## src/rtl/sigmoid_plan_driver.sv

```systemverilog
// sigmoid_plan_driver: buffers input samples, sequences one ap_ctrl_hs
// transaction per sample on the sigmoid_plan core, and returns each result
// on a valid/ready stream. Also exposes a transaction count, the latency of
// the last transaction and a sticky timeout flag for debug.
module sigmoid_plan_driver #(
  parameter int DATA_W     = 8,
  parameter int FIFO_DEPTH = 4,
  parameter int TIMEOUT    = 1024,
  parameter int CNT_W      = 16
) (
  input  logic              ap_clk,
  input  logic              ap_rst_n,
  input  logic [DATA_W-1:0] s_data,
  input  logic              s_valid,
  output logic              s_ready,
  output logic              core_ap_start,
  output logic [DATA_W-1:0] core_x,
  input  logic              core_ap_ready,
  input  logic              core_ap_done,
  input  logic [DATA_W-1:0] core_y,
  output logic [DATA_W-1:0] m_data,
  output logic              m_valid,
  input  logic              m_ready,
  output logic [CNT_W-1:0]  txn_count,
  output logic [CNT_W-1:0]  last_latency,
  output logic              timeout_err,
  output logic              busy
);

  localparam int               AW        = $clog2(FIFO_DEPTH);
  localparam logic [AW:0]      DEPTH_C   = (AW+1)'(FIFO_DEPTH);
  localparam logic [CNT_W-1:0] LAT_MAX   = '1;
  localparam logic [CNT_W-1:0] TIMEOUT_C = CNT_W'(TIMEOUT);

  typedef enum logic [1:0] {IDLE, START, WAIT_DONE, HOLD} state_t;

  // Input buffer storage and bookkeeping
  logic [DATA_W-1:0] mem [FIFO_DEPTH];
  logic [AW-1:0]     wr_ptr_q, rd_ptr_q;
  logic [AW:0]       count_q, count_d;
  logic              s_ready_q;

  // Sequencer state and registered outputs
  state_t            state_q;
  logic [DATA_W-1:0] core_x_q;
  logic              start_q;
  logic [DATA_W-1:0] m_data_q;
  logic              m_valid_q;
  logic [CNT_W-1:0]  txn_q;
  logic [CNT_W-1:0]  last_lat_q;
  logic [CNT_W-1:0]  lat_q;
  logic              timeout_q;

  logic             push, pop, capture, expired;
  logic [CNT_W-1:0] lat_inc;

  // s_ready is registered, so a push while full is refused even if a pop
  // happens in the same cycle.
  assign push = s_valid && s_ready_q;
  // A launch is the only consumer of the buffer head.
  assign pop  = (state_q == IDLE) && (count_q != '0) && !m_valid_q && !timeout_q;

  assign lat_inc = (lat_q == LAT_MAX) ? lat_q : lat_q + CNT_W'(1);

  // Done only counts while a transaction is in flight; in START the core
  // must also have taken its inputs in the same cycle.
  assign capture = ((state_q == START) && core_ap_ready && core_ap_done) ||
                   ((state_q == WAIT_DONE) && core_ap_done);
  assign expired = ((state_q == START) || (state_q == WAIT_DONE)) &&
                   !capture && (lat_q >= TIMEOUT_C);

  // Next buffer occupancy from this cycle's push/pop
  always_comb begin
    count_d = count_q;
    case ({push, pop})
      2'b10:   count_d = count_q + (AW+1)'(1);
      2'b01:   count_d = count_q - (AW+1)'(1);
      default: count_d = count_q;
    endcase
  end

  // Sample storage: no reset, contents are don't-care while empty
  always_ff @(posedge ap_clk) begin
    if (push) mem[wr_ptr_q] <= s_data;
  end

  // Buffer pointers, occupancy and the registered not-full flag
  always_ff @(posedge ap_clk or negedge ap_rst_n) begin
    if (!ap_rst_n) begin
      wr_ptr_q  <= '0;
      rd_ptr_q  <= '0;
      count_q   <= '0;
      s_ready_q <= 1'b1;
    end else begin
      if (push) wr_ptr_q <= wr_ptr_q + AW'(1);
      if (pop)  rd_ptr_q <= rd_ptr_q + AW'(1);
      count_q   <= count_d;
      s_ready_q <= (count_d != DEPTH_C);
    end
  end

  // Transaction sequencer with result capture and latency/timeout tracking
  always_ff @(posedge ap_clk or negedge ap_rst_n) begin
    if (!ap_rst_n) begin
      state_q    <= IDLE;
      core_x_q   <= '0;
      start_q    <= 1'b0;
      m_data_q   <= '0;
      m_valid_q  <= 1'b0;
      txn_q      <= '0;
      last_lat_q <= '0;
      lat_q      <= '0;
      timeout_q  <= 1'b0;
    end else begin
      case (state_q)
        IDLE: begin
          if (pop) begin
            state_q  <= START;
            core_x_q <= mem[rd_ptr_q];
            start_q  <= 1'b1;
            lat_q    <= CNT_W'(1);
          end
        end
        START: begin
          lat_q <= lat_inc;
          if (capture) begin
            state_q <= HOLD;
            start_q <= 1'b0;
          end else if (expired) begin
            state_q   <= IDLE;
            start_q   <= 1'b0;
            timeout_q <= 1'b1;
          end else if (core_ap_ready) begin
            state_q <= WAIT_DONE;
            start_q <= 1'b0;
          end
        end
        WAIT_DONE: begin
          lat_q <= lat_inc;
          if (capture) begin
            state_q <= HOLD;
          end else if (expired) begin
            state_q   <= IDLE;
            timeout_q <= 1'b1;
          end
        end
        HOLD: begin
          if (m_ready) begin
            m_valid_q <= 1'b0;
            state_q   <= IDLE;
          end
        end
        default: state_q <= IDLE;
      endcase
      if (capture) begin
        m_data_q   <= core_y;
        m_valid_q  <= 1'b1;
        txn_q      <= txn_q + CNT_W'(1);
        last_lat_q <= lat_q;
      end
    end
  end

  assign s_ready       = s_ready_q;
  assign core_ap_start = start_q;
  assign core_x        = core_x_q;
  assign m_data        = m_data_q;
  assign m_valid       = m_valid_q;
  assign txn_count     = txn_q;
  assign last_latency  = last_lat_q;
  assign timeout_err   = timeout_q;
  assign busy          = (state_q != IDLE) || (count_q != '0);

endmodule
```

## config.mk

```make
export PLATFORM = sky130hd
export DESIGN_NAME = sigmoid_plan_driver
export DESIGN_NICKNAME = d
export VERILOG_FILES = /design/src/rtl/sigmoid_plan_driver.sv
export SDC_FILE = /design/constraint.sdc
export NUM_CORES = 1
export LEC_CHECK = 0
export CORE_MARGIN = 2
export CORE_UTILIZATION = 25
export CTS_CLUSTER_DIAMETER = 120
export DETAILED_ROUTE_END_ITERATION = 12
export PLACE_DENSITY = 0.39
export SLEW_MARGIN = 10
export SYNTH_ARGS = -nofsm -noshare
export SYNTH_HDL_FRONTEND = slang
export SYNTH_SLANG_ARGS = --single-unit
```

## constraint.sdc

```tcl
create_clock -name ap_clk -period 3.2 [get_ports ap_clk]
set_clock_uncertainty 0.2 [all_clocks]
set_input_delay 0.48 -clock ap_clk [delete_from_list [all_inputs] [get_ports ap_clk]]
set_output_delay 0.48 -clock ap_clk [all_outputs]
set_load 0.03 [all_outputs]
```

==> flow_summary.json, run 1 <==
{
  "p_per_area_nw_per_um2": 506,
  "timing.rr.start": "state_q[0]$_DFFE_PN0P_",
  "layout_setup_ws_ps": 226,
  "startpoint_type": "register",
  "drtIter0Drc": 209,
  "dp_hpwl_um": 7850,
  "lay_top_count": "nand2_1",
  "dp_slack_ps": 428,
  "antenna_found_initial": 0,
  "route.detailed.drc": 0,
  "peakVddDrop_v": 0.000217,
  "ant_nets": 0,
  "ys_types": 44,
  "tightest_slew_ps": 667,
  "crit_start": "state_q[0]$_DFFE_PN0P_",
  "max_cap_viol_count": 0,
  "vias_per_cell": 4.54,
  "fp.dieW_um": 142,
  "setup_tns_ps": 0,
  "utilization_pct": 32.6,
  "clockBufferDepth": 2,
  "status": "completed",
  "ys_seq_elements": 109,
  "via_count": 3312,
  "drv_slew": 0,
  "grt_max_degree": 50,
  "finalClockPeriodUsage_pct": 92.9,
  "yosys_cells": 412,
  "grt_pass1_vias": 3474,
  "rsz0062_at_grt": "false",
  "syn-cell-area_um2": 4760,
  "final-hold-violation-count": 0,
  "edf_count": 32,
  "cp_max_fo": 4,
  "synth_cells": 412,
  "cts_setup_buffers": 0,
  "min_from": "txn_count[15]$_DFFE_PN0P_",
  "warning_count": 35,
  "period_needed_ps": 2970,
  "max-slew-margin-rel_pct": 55.5,
  "ff_type": "dfrtp_1",
  "setup.worst_path.end_class": "output port",
  "fp_util_pct": 25.4,
  "ys_warn_count": 0,
  "cts_tree": "built",
  "chipArea_um2": 20200,
  "min_path_type": "register to register",
  "fillers": 1878,
  "ios": 75,
  "drive_gt1_share_pct": 9.29,
  "firstDrtPassIters": 4,
  "grt_overflow": 0,
  "yosys-stat-area_um2": 4760,
  "fin_nets": 526,
  "final-setup-viol-count": 0,
  "coreArea_um2": 18700,
  "worstPathArrival_ps": 2290,
  "port_buffers": 74,
  "ctsRootBufferMaster": "clkbuf_16",
  "async_reset_ff_share_pct": 70.6,
  "fp-row-count": 50,
  "leakagePower_nw": 2.55,
  "mostFrequentLayoutCells": "nand2_1, dfrtp_1, clkdlybuf4s50_1, edfxtp_1, nor2_1",
  "max_freq_mhz": 336,
  "fp_nets": 448,
  "critPathKind": "register to output port",
  "fin_total_pwr_w": 0.00308,
  "avgRoutedWirePerCell_um": 15.4,
  "grt_pass1_wl_um": 18500,
  "antenna_cells": 0,
  "gp_congestion": 0.797,
  "die_h_um": 142,
  "area_delta_synth_final_pct": 28.1,
  "ys_seq_share_pct": 60.7,
  "cp.required_ps": 2520,
  "hold_slack_ps": 263,
  "clkTransAtPathRegs_ps": 80,
  "htreeDepth": 3,
  "synth.avg_cell_area_um2": 11.6
}
run 1: cell families after synthesis:
family	share of synthesized area [%]
XOR/XNOR	3.86
adder cells (fa/ha/maj)	3.84
multiplexers	6.36
buffers and inverters	2.42
AND/OR/NAND/NOR	16.3
flip-flops	60.7
AND-OR/OR-AND	6.49
run 1: where the power goes:
part | switching [W] | total, W | leakage (nW) | internal [W]
registers | 0.0000530 | 0.00161 | 1.34 | 0.00156
clock network | 0.000552 | 0.00117 | 0.150 | 0.000621
logic | 0.000180 | 0.000302 | 1.06 | 0.000123
run 1: final cells by class:
cell class	instances	area [µm²]	area share (%)
timing repair buffer	81	806	13.2
tap	234	293	4.80
clock buffer	9	225	3.69
multi-input combinational	276	1760	28.8
clock inverter	7	80.1	1.31
sequential	109	2890	47.4
inverter	13	48.8	0.800
run 1: worst max-delay path: stages (launching register included):
cell             delay (ps)
dfrtp_1                 410
inv_1                   130
ha_1                    220
or4b_1                  520
clkdlybuf4s50_1         660
run 1: path summary, 6_finish.rpt:
kind                       slack (ps)                   endpoint  depth (start not counted)
max                               230                       busy                          4
min                               260  txn_count[15]$_DFFE_PN0P_                          1
max reg2reg                       440          s_ready$_DFF_PN1_                         11
min reg2reg                       260  txn_count[15]$_DFFE_PN0P_                          1
max in group asynchronous        1620          s_ready$_DFF_PN1_                          3
min in group asynchronous         510      m_data[0]$_DFFE_PN0P_                          2
run 1: cell usage after synthesis (all sizes together) (8+ instances only):
cell type / count / area, µm²
inv: 13 / 48.8
a21oi: 11 / 55.1
nor2: 23 / 86.3
nand2: 96 / 360
o21ai: 21 / 105
xnor2: 12 / 105
nand4: 12 / 75.1
edfxtp: 32 / 961
ha: 13 / 163
buf: 8 / 42.5
nand3: 11 / 55.1
nor3: 9 / 45.0
mux4: 8 / 180
xor2: 9 / 78.8
a31oi: 8 / 50.1
mux2: 10 / 113
dfrtp: 76 / 1900
run 1: layer usage:
metal | up-vias | wire [µm] | global-route usage [%]
met3 | 11 | 319 | 2.09
met2 | 49 | 5110 | 18.3
met5 | - | 0 | 0
met4 | 0 | 211 | 5.16
li1 | 1596 | - | -
met1 | 1656 | 5570 | 16.0
run 1: registers in the layout, indices dropped and copies added (netlist names), 2 cells and up:
name,flops
wr_ptr_q,2
last_latency,16
core_x,8
m_data,8
count_q,3
lat_q,16
rd_ptr_q,2
state_q,2
mem,32
txn_count,16
run 1: stage by stage:
step	area, µm²	std cells
global route	6100	729
finish	6100	729
global placement	5780	712
detailed placement	5780	712
CTS	6100	729
floorplan	4760	412
run 1: repair_timing:
item,in CTS,in global routing
hold buffers,1,0
gates resized,0,0
endpoints found under the hold margin,46,0
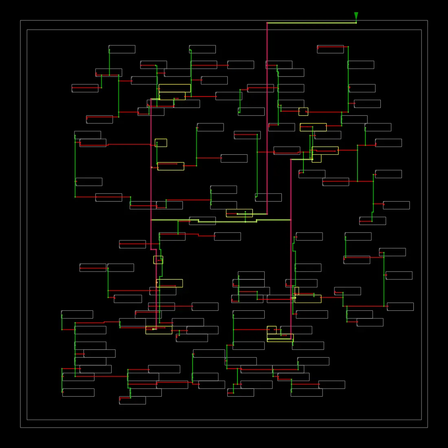
run_1/clock_nets.png
flip-flops: 109
Worst-Skew Late Latency: 350 ps
clock sinks: 109
Clk. pwr: 0.00117 W
total CTS buffers: 9

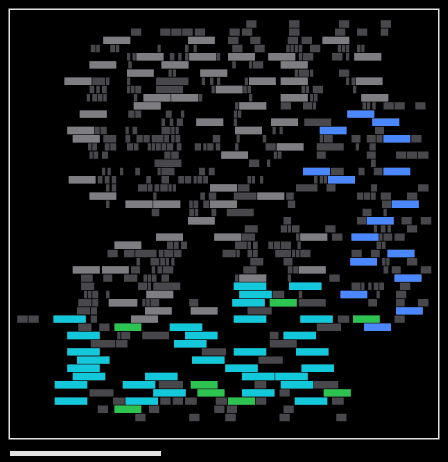
run_1/ff_map.png
The bar under the picture is 50 µm long. Other sequential cells in the stronger gray, the rest of the logic in the fainter gray.
legend:
  blue:
    signal: txn_count
    flops: 16
    where: right middle
  green:
    signal: core_x
    flops: 8
  cyan:
    signal: mem
    flops: 32

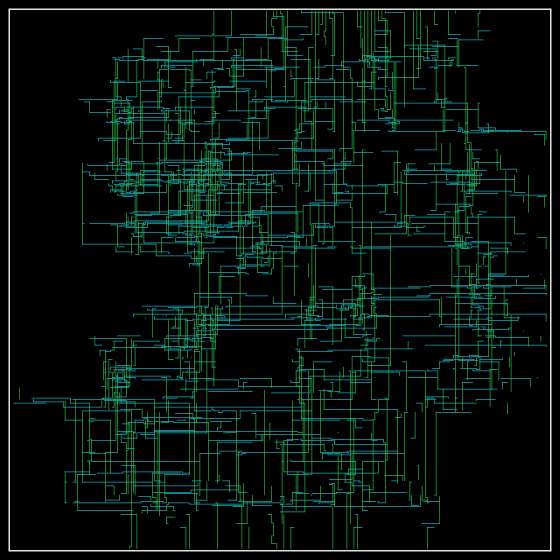
run_1/layers.png
Only two layers are drawn.
legend:
  cyan:
    layer: M1
    wire_length: 5570 µm
  green:
    layer: M2
    wire_length: 5110 µm
total global-route track usage: 11.7%
final WL: 11200 µm

## Run 2: what changed since run 1
- CAP_MARGIN: default -> 20
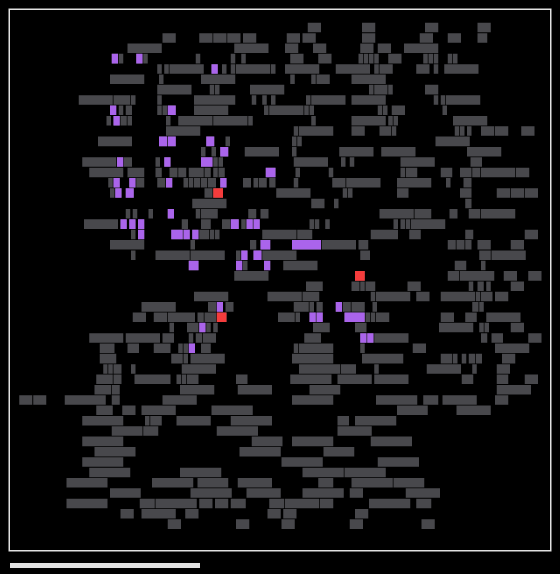
run_2/gates.png
The bar under the picture is 50 µm long.
legend:
  purple:
    family: aoi and oai cells
    cells: 47
    most_used: o21ai_0
  red:
    family: non-inverting ao/oa cells
    cells: 3
    most_used: a21o_1
Comb/total area: 28.8%
Cell Count, Final, Fillers Out: 729

==> run 2 against run 1 <==
Wire length did not move. Sequential power about the same. Via count unchanged. Flip-flop count did not move. Critical path depth did not move. Clock-buffer cell count is the same. Total power unchanged. Area after synthesis is the same. Worst setup slack unchanged. Critical path type unchanged. Largest power group unchanged. Highest routed layer unchanged.
==> flow_summary.json, run 2 <==
{
  "dp_slack_ps": 428,
  "max-slew-margin-rel_pct": 55.5,
  "ys_seq_share_pct": 60.7,
  "fp-row-count": 50,
  "syn-cell-area_um2": 4760,
  "crit_start": "state_q[0]$_DFFE_PN0P_",
  "min_path_cells": 1,
  "gr-usage-met3_pct": 2.09,
  "port_buffers": 74,
  "rsz0062_at_grt": "false",
  "leakagePower_nw": 2.55,
  "path_depth": 4,
  "crit_slowest_cell": "clkdlybuf4s50_1",
  "gp_congestion": 0.797,
  "clkTransAtPathRegs_ps": 80,
  "wirelength_um": 11200,
  "antenna_found_initial": 0,
  "fp_nets": 448,
  "startpoint_type": "register",
  "combGateArea_um2": 1760,
  "fillers": 1878,
  "fp.dieW_um": 142,
  "setup.worst_path.end_class": "output port",
  "htreeDepth": 3,
  "numClockSinks": 109,
  "fp_util_pct": 25.4,
  "critPathKind": "register to output port",
  "largest_reg_flops": 32,
  "die_h_um": 142,
  "synth.avg_cell_area_um2": 11.6,
  "worstPathArrival_ps": 2290,
  "chipArea_um2": 20200,
  "crit_end": "busy",
  "yosys-top-cells-count": "nand2_1, dfrtp_1, edfxtp_1",
  "grt.busiest_layer": "met2",
  "cts_setup_buffers": 0,
  "yosys_cells": 412,
  "r2r_cells": 11,
  "drtIter0Drc": 209,
  "cts_buffers": 9,
  "coreArea_um2": 18700,
  "setup_tns_ps": 0,
  "area_leaders": "dfrtp_1, edfxtp_1, nand2_1",
  "grt_overflow": 0,
  "ctsRootBufferMaster": "clkbuf_16",
  "post_dp_cell_area_um2": 5780,
  "grt_pass1_vias": 3474,
  "tightest_slew_ps": 667,
  "flop_area_um2": 2890,
  "lay_top_count": "nand2_1",
  "ys_seq_elements": 109,
  "async_reset_ff_share_pct": 70.6,
  "p_per_area_nw_per_um2": 506,
  "cp_max_fo": 4,
  "most_common_cell": "nand2_1",
  "cp_top_family": "buffers and inverters",
  "regMostFlops": "mem",
  "ys_warn_count": 0,
  "fin_nets": 526,
  "cp_num_buf_inv": 2,
  "final-hold-violation-count": 0,
  "min_path_type": "register to register",
  "layout_setup_ws_ps": 226,
  "grt_max_degree": 50,
  "clockBufferDepth": 2,
  "antenna_cells": 0,
  "clock_latency_ps": 350,
  "finalClockPeriodUsage_pct": 92.9,
  "path_cells": "inv_1 > ha_1 > or4b_1 > clkdlybuf4s50_1",
  "ant_nets": 0,
  "warning_count": 35,
  "use_met1_pct": 16.0,
  "dp_hpwl_um": 7850,
  "drv_slew": 0,
  "cp.required_ps": 2520,
  "yosys-stat-area_um2": 4760,
  "ys_types": 44,
  "synth_cells": 412,
  "timing.rr.start": "state_q[0]$_DFFE_PN0P_",
  "dpl.cell_count": 712,
  "netlist.top_cell.by_area": "dfrtp_1",
  "grtUsageMet2_pct": 18.3,
  "route.detailed.drc": 0,
  "area_delta_synth_final_pct": 28.1,
  "period_needed_ps": 2970,
  "rrSetupSlack_ps": 440,
  "peakVddDrop_v": 0.000217,
  "ff_type": "dfrtp_1",
  "mostFrequentLayoutCells": "nand2_1, dfrtp_1, clkdlybuf4s50_1, edfxtp_1, nor2_1",
  "r2r-end": "s_ready$_DFF_PN1_",
  "drive_gt1_share_pct": 9.29,
  "status": "completed",
  "edf_count": 32,
  "final_area_um2": 6100,
  "grt.total_usage_pct": 11.7,
  "grt_pass1_wl_um": 18500,
  "max_stage_delay_ps": 660,
  "firstDrtPassIters": 4,
  "vias_per_cell": 4.54,
  "max_freq_mhz": 336,
  "cts-resized-gates": 0
}
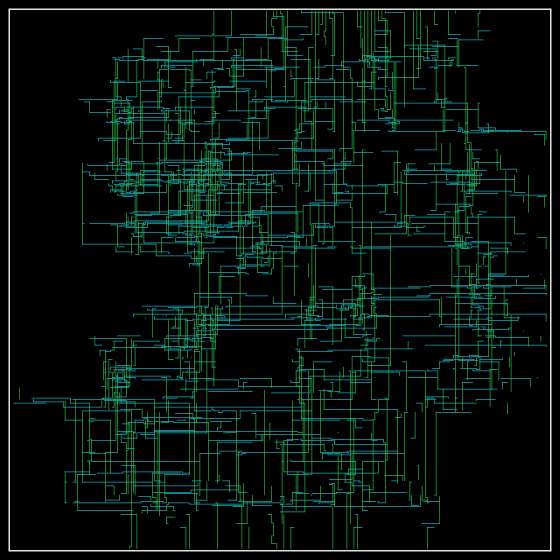
run_2/layers.png
Only two layers are drawn.
legend:
  cyan:
    layer: M1
    wire_length: 5570 µm
  green:
    layer: M2
    wire_length: 5110 µm
wire length per cell: 15.4 µm
Via Count: 3312

[run 2: cell counts after synthesis]
Identical to the previous run, type by type.
[run 2: stage by stage]
stage                     utilization [%]  power (W)  hold WS, ps
after floorplan                         -    0.00180        -15.6
after global placement               30.9    0.00194          257
after detailed placement             30.9    0.00195          260
after CTS                            32.6    0.00314          272
after global routing                 32.6    0.00324          294
final                                32.6    0.00308          263
[run 2: how the worst min path moves through the flow]
| stage | start | end | slack [ps] |
|---|---|---|---|
| 6_report | txn_count[15]$_DFFE_PN0P_ | txn_count[15]$_DFFE_PN0P_ | 260 |
| 3_5_place_dp | txn_count[15]$_DFFE_PN0P_ | txn_count[15]$_DFFE_PN0P_ | 260 |
| 2_1_floorplan | ap_rst_n | core_ap_start$_DFFE_PN0P_ | -20 |
| 4_1_cts | txn_count[15]$_DFFE_PN0P_ | txn_count[15]$_DFFE_PN0P_ | 270 |
| 3_3_place_gp | txn_count[15]$_DFFE_PN0P_ | txn_count[15]$_DFFE_PN0P_ | 260 |
| 5_1_grt | txn_count[15]$_DFFE_PN0P_ | txn_count[15]$_DFFE_PN0P_ | 290 |
[run 2: power by group]
part | leakage (nW) | switching [W] | internal (W) | total (W)
registers | 1.34 | 0.0000530 | 0.00156 | 0.00161
logic | 1.06 | 0.000180 | 0.000123 | 0.000302
clock network | 0.150 | 0.000552 | 0.000621 | 0.00117
total | 2.55 | 0.000784 | 0.00230 | 0.00308
[run 2: final cells by class]
type                    count  area share (%)
clock buffers               9            3.69
clock inverters             7            1.31
inverters                  13           0.800
multi-input cells         276            28.8
flip-flops and latches    109            47.4
well taps                 234            4.80
repair buffers             81            13.2
[run 2: worst reg2reg max path, cell delays in order (launching register included)]
cell and delay [ps]:
dfrtp_1 410, inv_1 130, ha_1 220, or3b_1 390, nor2_1 170, ha_1 210
inv_1 60, fa_1 380, xor2_1 150, nor2_1 110, xor2_1 180, nand2_1 70
[run 2: logic make-up after synthesis]
kind of cell	synth area share (%)
multiplexers	6.36
AND-OR/OR-AND	6.49
AND/OR/NAND/NOR	16.3
XOR/XNOR	3.86
buffers and inverters	2.42
adder cells (fa/ha/maj)	3.84
flip-flops	60.7
[run 2: repair_timing]
action	4_1_cts	5_1_grt
hold buffers	1	0
endpoints found under the setup margin	0	0
endpoints found under the hold margin	46	0
[run 2: metal layers]
| metal | part of all wire, % | wire (µm) |
|---|---|---|
| met5 | 0 | 0 |
| met1 | 50 | 5570 |
| met4 | 1.9 | 211 |
| met3 | 2.8 | 319 |
| met2 | 46 | 5110 |
run_2/pinout.png
Pins as bars across the die edge, other pins in gray.
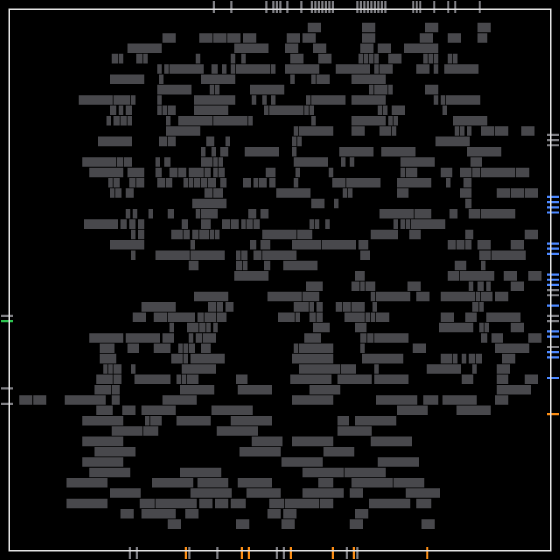

## Run 3: what changed since run 2
- clock period: 3.2 -> 3.1 ns (I/O delays scaled with it)
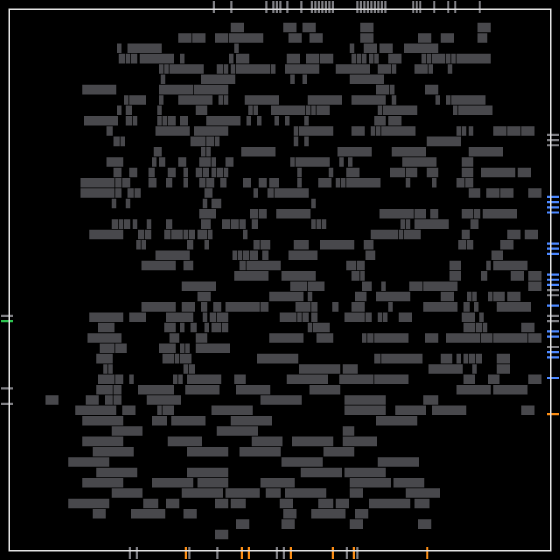
run_3/pinout.png
Pins as bars across the die edge, other pins in gray.
legend:
  orange:
    port: core_x
    pins: 8
    direction: output
    edge: 7 bottom, 1 right
  green:
    port: busy
    pins: 1
    direction: output
    edge: left
  blue:
    port: txn_count
    pins: 16
    direction: output
    edge: right
all pins by edge: 31 top, 25 right, 15 bottom, 4 left
IO buf count: 74
Die Wd: 142 µm
die height: 142 µm

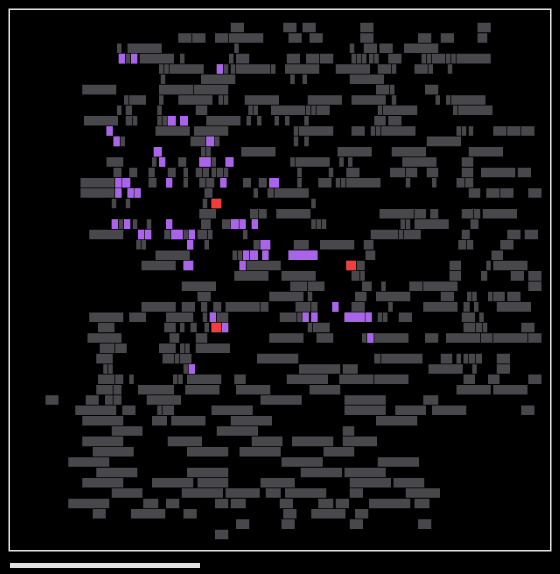
run_3/gates.png
The bar under the picture is 50 µm long.
legend:
  red:
    family: non-inverting ao/oa cells
    cells: 3
    most_used: a21o_1
  purple:
    family: aoi and oai cells
    cells: 47
    most_used: o21ai_0
most frequent logic cell in the layout: nand2_1
Comb/total area: 28.9%

==> run 3 against run 2 <==
Wire length about the same. Flip-flop count unchanged. Die area unchanged. First-iteration DRC count down 25%. Via count down 0.63%. Synthesized cell count unchanged. Non-clock buffer count unchanged. Final area down 0.25%. Combinational power up 4%. Critical endpoint is now s_ready$_DFF_PN1_. Largest power group unchanged. Highest routed layer unchanged.
==> flow_summary.json, run 3 <==
{
  "status": "completed",
  "grt_pass1_vias": 3450,
  "drv_slew": 0,
  "period_needed_ps": 2760,
  "worstPathArrival_ps": 2840,
  "ctsRootBufferMaster": "clkbuf_16",
  "coreArea_um2": 18700,
  "htreeDepth": 3,
  "gp_congestion": 0.799,
  "clock_latency_ps": 350,
  "largest_reg_flops": 32,
  "fin_nets": 526,
  "avgRoutedWirePerCell_um": 15.4,
  "critPathKind": "register to register",
  "area_delta_synth_final_pct": 27.8,
  "fp_util_pct": 25.4,
  "grt_pass1_wl_um": 18600,
  "cts_buffers": 9,
  "dp_hpwl_um": 7930,
  "yosys_cells": 412,
  "rsz0062_at_grt": "false",
  "edf_count": 32,
  "ys_seq_elements": 109,
  "top_area_share_pct": 40.0,
  "numClockSinks": 109,
  "final-setup-viol-count": 0,
  "warning_count": 35,
  "grt.total_usage_pct": 11.8,
  "startpoint_type": "register",
  "vias_per_cell": 4.51,
  "p_per_area_nw_per_um2": 513,
  "ys_warn_count": 0,
  "area_leaders": "dfrtp_1, edfxtp_1, nand2_1",
  "leakagePower_nw": 2.55,
  "regMostFlops": "mem",
  "fp_nets": 448,
  "ff_type": "dfrtp_1",
  "synth_cells": 412,
  "antenna_found_initial": 0,
  "via_count": 3291,
  "fillers": 1887,
  "cp.required_ps": 3180,
  "wirelength_um": 11200,
  "final-hold-violation-count": 0,
  "grt_max_degree": 50,
  "finalClockPeriodUsage_pct": 89.0,
  "max_freq_mhz": 362,
  "peakVddDrop_v": 0.000215,
  "max-slew-margin-rel_pct": 55.0,
  "firstDrtPassIters": 4,
  "cts_tree": "built",
  "ys_seq_share_pct": 60.7,
  "yosys-stat-area_um2": 4760,
  "cp_max_fo": 4,
  "max_cap_viol_count": 0,
  "clkTransAtPathRegs_ps": 80,
  "grt_overflow": 0,
  "ys_types": 44,
  "setup_tns_ps": 0,
  "route.detailed.drc": 0,
  "ios": 75,
  "syn-cell-area_um2": 4760,
  "setup.worst_path.end_class": "register",
  "yosys-top-cells-count": "nand2_1, dfrtp_1, edfxtp_1",
  "hold_slack_ps": 264,
  "mostFrequentLayoutCells": "nand2_1, dfrtp_1, clkdlybuf4s50_1, edfxtp_1, nor2_1",
  "netlist.top_cell.by_area": "dfrtp_1",
  "fp-row-count": 50,
  "ant_nets": 0,
  "synth.avg_cell_area_um2": 11.6,
  "clockBufferDepth": 2,
  "drive_gt1_share_pct": 9.49,
  "tightest_slew_ps": 675,
  "async_reset_ff_share_pct": 70.6,
  "chipArea_um2": 20200,
  "antenna_cells": 0,
  "most_common_cell": "nand2_1",
  "drtIter0Drc": 156,
  "min_path_type": "register to register"
}
## run 3: area by class of cell
type                    instances  area, µm²  share of cell area, %
clock buffers                   9        225                   3.70
multi-input cells             276       1760                   28.9
repair buffers                 81        808                   13.3
clock inverters                 7       62.6                   1.03
flip-flops and latches        109       2890                   47.5
well taps                     234        293                   4.81
inverters                      13       48.8                  0.802
## run 3: logic make-up (layout without fill, tap and decap cells)
group	count (synthesis)	after routing	share of synthesized area, %
and+or+nand+nor	172	172	16.3
DFF	109	109	60.7
AOI/OAI and AO/OA	50	50	6.49
buffers and inverters	27	110	2.42
xor gates and xnor gates	21	21	3.86
muxes	19	19	6.36
adders and majority gates	14	14	3.84
## run 3: metal layers
metal	GRT usage [%]	wire [µm]	up-vias
li1	-	-	1599
met1	16.0	5490	1640
met2	18.5	5160	42
met3	2.59	403	10
met4	4.42	153	0
met5	0	0	-
## run 3: per-stage QoR
stage	setup WS [ps]	std cells	total power [W]	utilization (%)	cell area, µm²
finish	340	729	0.00312	32.5	6080
detailed placement	349	712	0.00202	30.9	5780
global route	103	729	0.00330	32.5	6080
floorplan	306	412	0.00186	-	4760
CTS	129	729	0.00319	32.5	6080
global placement	450	712	0.00200	30.9	5780
## run 3: repair_timing
action / 4_1_cts / 5_1_grt
gates resized: 0 / 1
hold buffers: 1 / 0
endpoints found under the hold margin: 48 / 0
setup buffers: 0 / 0
setup endpoints to repair: 0 / 1
## run 3: where the power goes
group          total (W)  internal, W  switching [W]
clock network    0.00115     0.000567       0.000580
logic           0.000315     0.000127       0.000188
registers        0.00166      0.00161      0.0000533
total            0.00312      0.00230       0.000822
## run 3: path summary, 6_finish.rpt
check	startpoint	to	slack [ps]	depth (start not counted)
max in group asynchronous	ap_rst_n	s_ready$_DFF_PN1_	1540	3
max	state_q[0]$_DFFE_PN0P_	s_ready$_DFF_PN1_	340	11
min	txn_count[15]$_DFFE_PN0P_	txn_count[15]$_DFFE_PN0P_	260	1
min in group asynchronous	ap_rst_n	m_data[0]$_DFFE_PN0P_	490	2
max reg2reg	state_q[0]$_DFFE_PN0P_	s_ready$_DFF_PN1_	340	11
min reg2reg	txn_count[15]$_DFFE_PN0P_	txn_count[15]$_DFFE_PN0P_	260	1
## run 3: critical path: stages (launching register included)
cell and delay, ps:
dfrtp_1 410, inv_1 130, ha_1 220, or3b_1 390, nor2_1 170, ha_1 210, inv_1 60, fa_1 380
xor2_1 150, nor2_1 100, xor2_1 190, nand2_1 80
Power and IR drop assume default switching activity.
